===== src/rtl/fnd_mode_ctrl.sv =====
// Display/button arbiter for one shared 4-digit FND between watch, cook timer and stopwatch.
// A mode button cycles the sources behind a short banner; a ringing cook-timer alarm pre-empts everything.
module fnd_mode_ctrl #(
  parameter int BANNER_CYCLES = 50_000_000,
  parameter int BLINK_HALF    = 25_000_000
) (
  input  logic        clk,
  input  logic        reset_p,
  input  logic        btn_mode,
  input  logic [2:0]  btn_in,
  input  logic        alarm,
  input  logic [15:0] watch_value,
  input  logic [15:0] timer_value,
  input  logic [15:0] stop_value,
  output logic [15:0] fnd_value,
  output logic        fnd_blank,
  output logic [1:0]  mode,
  output logic [2:0]  watch_btn,
  output logic [2:0]  timer_btn,
  output logic [2:0]  stop_btn,
  output logic        alarm_off
);

  typedef enum logic [1:0] {SHOW, BANNER, ALARM} state_t;

  localparam int BNW = (BANNER_CYCLES > 1) ? $clog2(BANNER_CYCLES) : 1;
  localparam int BKW = (BLINK_HALF > 1) ? $clog2(BLINK_HALF) : 1;
  localparam logic [BNW-1:0] BANNER_LAST = BNW'(BANNER_CYCLES - 1);
  localparam logic [BKW-1:0] BLINK_LAST  = BKW'(BLINK_HALF - 1);

  state_t         state;
  logic [BNW-1:0] banner_cnt;
  logic [BKW-1:0] blink_cnt;

  function automatic logic [1:0] next_mode(input logic [1:0] m);
    return (m == 2'd2) ? 2'd0 : m + 2'd1;
  endfunction

  function automatic logic [15:0] banner_value(input logic [1:0] m);
    return {12'hF00, 2'b00, m};
  endfunction

  function automatic logic [15:0] source_value(input logic [1:0] m, input logic [15:0] w,
                                               input logic [15:0] t, input logic [15:0] s);
    case (m)
      2'd1:    return t;
      2'd2:    return s;
      default: return w;
    endcase
  endfunction

  always_ff @(posedge clk or posedge reset_p) begin
    if (reset_p) begin
      state      <= SHOW;
      mode       <= 2'd0;
      fnd_value  <= 16'h0000;
      fnd_blank  <= 1'b0;
      watch_btn  <= 3'b000;
      timer_btn  <= 3'b000;
      stop_btn   <= 3'b000;
      alarm_off  <= 1'b0;
      banner_cnt <= '0;
      blink_cnt  <= '0;
    end else begin
      // Button outputs are pulses: default low, raised only on the routing cycle.
      watch_btn <= 3'b000;
      timer_btn <= 3'b000;
      stop_btn  <= 3'b000;
      alarm_off <= 1'b0;
      case (state)
        ALARM: begin
          fnd_value <= timer_value;
          if (!alarm) begin
            state     <= SHOW;
            mode      <= 2'd1;
            fnd_blank <= 1'b0;
          end else begin
            alarm_off <= |btn_in;
            if (blink_cnt == BLINK_LAST) begin
              blink_cnt <= '0;
              fnd_blank <= ~fnd_blank;
            end else begin
              blink_cnt <= blink_cnt + BKW'(1);
            end
          end
        end
        default: begin
          fnd_blank <= 1'b0;
          if (alarm) begin
            state     <= ALARM;
            blink_cnt <= '0;
            fnd_value <= timer_value;
          end else if (btn_mode) begin
            state      <= BANNER;
            mode       <= next_mode(mode);
            banner_cnt <= '0;
            fnd_value  <= banner_value(next_mode(mode));
          end else if (state == BANNER) begin
            if (banner_cnt == BANNER_LAST) begin
              state      <= SHOW;
              banner_cnt <= '0;
              fnd_value  <= source_value(mode, watch_value, timer_value, stop_value);
            end else begin
              banner_cnt <= banner_cnt + BNW'(1);
              fnd_value  <= banner_value(mode);
            end
          end else begin
            fnd_value <= source_value(mode, watch_value, timer_value, stop_value);
            case (mode)
              2'd1:    timer_btn <= btn_in;
              2'd2:    stop_btn  <= btn_in;
              default: watch_btn <= btn_in;
            endcase
          end
        end
      endcase
    end
  end

endmodule

===== config.mk =====
export PLATFORM = sky130hd
export DESIGN_NAME = fnd_mode_ctrl
export DESIGN_NICKNAME = d
export VERILOG_FILES = /design/src/rtl/fnd_mode_ctrl.sv
export SDC_FILE = /design/constraint.sdc
export NUM_CORES = 1
export LEC_CHECK = 0
export CELL_PAD_IN_SITES_DETAIL_PLACEMENT = 1
export CELL_PAD_IN_SITES_GLOBAL_PLACEMENT = 1
export CORE_MARGIN = 1
export CORE_UTILIZATION = 43
export CTS_CLUSTER_SIZE = 25
export DETAILED_ROUTE_END_ITERATION = 10
export GPL_ROUTABILITY_DRIVEN = 0
export HOLD_SLACK_MARGIN = 0.12
export PLACE_DENSITY = 0.91
export SYNTH_ARGS = -nofsm -noshare
export SYNTH_HDL_FRONTEND = slang
export SYNTH_SLANG_ARGS = --single-unit

===== constraint.sdc =====
create_clock -name clk -period 8 [get_ports clk]
set_clock_uncertainty 0.05 [all_clocks]
set_input_delay 1.6 -clock clk [delete_from_list [all_inputs] [get_ports clk]]
set_output_delay 1.6 -clock clk [all_outputs]
set_load 0.05 [all_outputs]

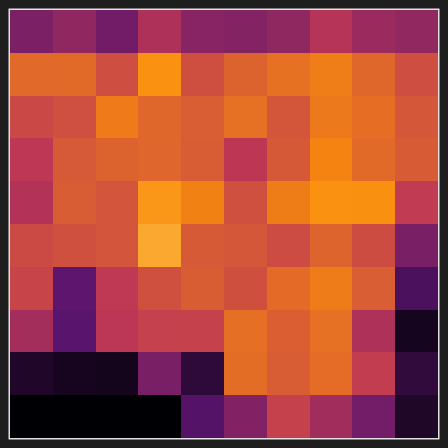
(images/util_map.png)
10 x 10 tiles, from black (low) to pale yellow (high), 0 to 100% covered.
nearly empty tiles: 4.0%
tiles over 75% full: 5.0%
mean over tiles: 50%
fullest tile: 81%

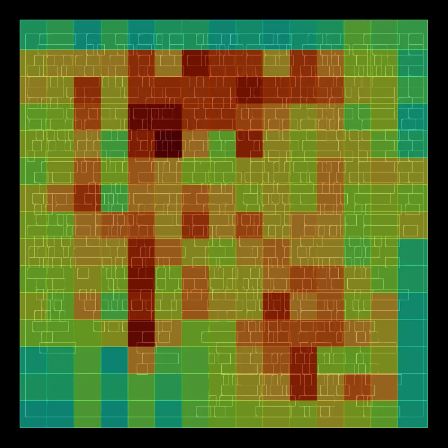
(images/congestion_map.png)
global routing's busiest layer: met2
final core utilization: 56.2%
GRT met3 Usage: 2.76%

==> notes.md <==
flow finished, numbers: clk buf depth 2, post-synth top area cell dfrtp_1, Hold Path Stages 1, Worst-Margin Slew 1.09 ns, via count 4201, overall fraction of global-route tracks in use 25.5%, hold_buf cts 0, vias in the first global route 4375, post-route setup TNS 0 ns, worst vdd ir 0.149 mV, Detail Placement HPWL about 9500 um, synth warn 0, CTS H-tree depth 3, mapped cell area 0.00449 mm2, met2 WL 6890 um, Worst setup SP type input pin, Worst Hold Launch blink_cnt[22]$_DFFE_PP0P_, f_max 0.233 GHz, postcts setup bufs 0, DRC viols 0, max-cap violations 0, status finished, final reports clean
==> flip-flops by register name, summed over array words and instances (netlist names) <==
register and flops:
banner_cnt 26, blink_cnt 25, fnd_value 16, stop_btn 3, timer_btn 3, watch_btn 3, mode 2, state 2
alarm_off 1, fnd_blank 1
==> worst max-delay path by stage <==
| stage | to | depth (start not counted) | start |
|---|---|---|---|
| floorplan | alarm_off$_DFF_PP0_ | 1 | reset_p |
| global placement | banner_cnt[24]$_DFFE_PP0P_ | 6 | alarm |
| detailed placement | banner_cnt[14]$_DFFE_PP0P_ | 5 | alarm |
| CTS | fnd_value[15]$_DFF_PP0_ | 5 | alarm |
| global route | banner_cnt[14]$_DFFE_PP0P_ | 5 | alarm |
| finish | fnd_value[15]$_DFF_PP0_ | 5 | alarm |
==> worst max-delay path: stages <==
cell and delay [ns]:
clkdlybuf4s50_1 0.92, or2_1 0.79, nor2_1 0.45, nand2_1 0.40
o22a_1 0.30
==> per-layer routing <==
layer	up-vias	GRT usage [%]
met4	0	12.7
li1	1982	-
met1	2114	30.6
met3	30	2.76
met2	75	45.3
met5	-	0
==> area by class of cell <==
class                           count  area [um2]  share of cell area (%)
Clock inverter                      5        55.1                   0.984
Sequential cell                    82        2050                    36.7
Clock buffer                       10         138                    2.46
Tap cell                          133         166                    2.97
Multi-Input combinational cell    372        2260                    40.4
Timing Repair Buffer               85         846                    15.1
Inverter                           20        76.3                    1.36
==> power by group through the flow <==
stage / Clock [mW] / Sequential (mW) / Combinational (mW)
2_1_floorplan: 0 / 0.658 / 0.347
3_3_place_gp: 0 / 0.536 / 0.646
3_5_place_dp: 0 / 0.542 / 0.677
4_1_cts: 0.309 / 0.534 / 0.682
5_1_grt: 0.326 / 0.544 / 0.736
6_report: 0.306 / 0.534 / 0.682
==> through the flow <==
step | worst slack (ns) | util [%] | hold WS (ns)
global route | 3.54 | 56.2 | 0.453
detailed placement | 3.40 | 54.3 | 0.427
global placement | 3.50 | 54.3 | 0.396
finish | 3.71 | 56.2 | 0.435
CTS | 3.75 | 56.2 | 0.442
floorplan | 4.24 | - | 0.383
==> cells by family (layout without fill, tap and decap cells) <==
kind of cell	Yosys count	count (layout)	share of synthesized area [%]
xor+xnor	14	14	2.73
mux	5	5	1.11
fa+ha+maj	8	8	2.23
flops	82	82	45.7
compound gates	141	141	20.5
simple gates	204	204	23.7
buf+inv	44	120	4.10
==> cell usage in the layout (no fill, tap or decap), drive strengths merged, types with 5 or more instances in the layout <==
master	instances
and4	6
nand3	20
a22o	5
clkdlybuf4s50	83
o21ai	40
dfrtp	82
or4	7
a31oi	15
o22a	6
ha	8
nor3	14
and3	11
or3	5
o211ai	5
clkbuf	10
a21oi	23
nand4	12
nand2	63
nor4	8
nor2	44
mux2i	5
inv	19
xor2	10
a22oi	17
Power and IR drop assume default switching activity.
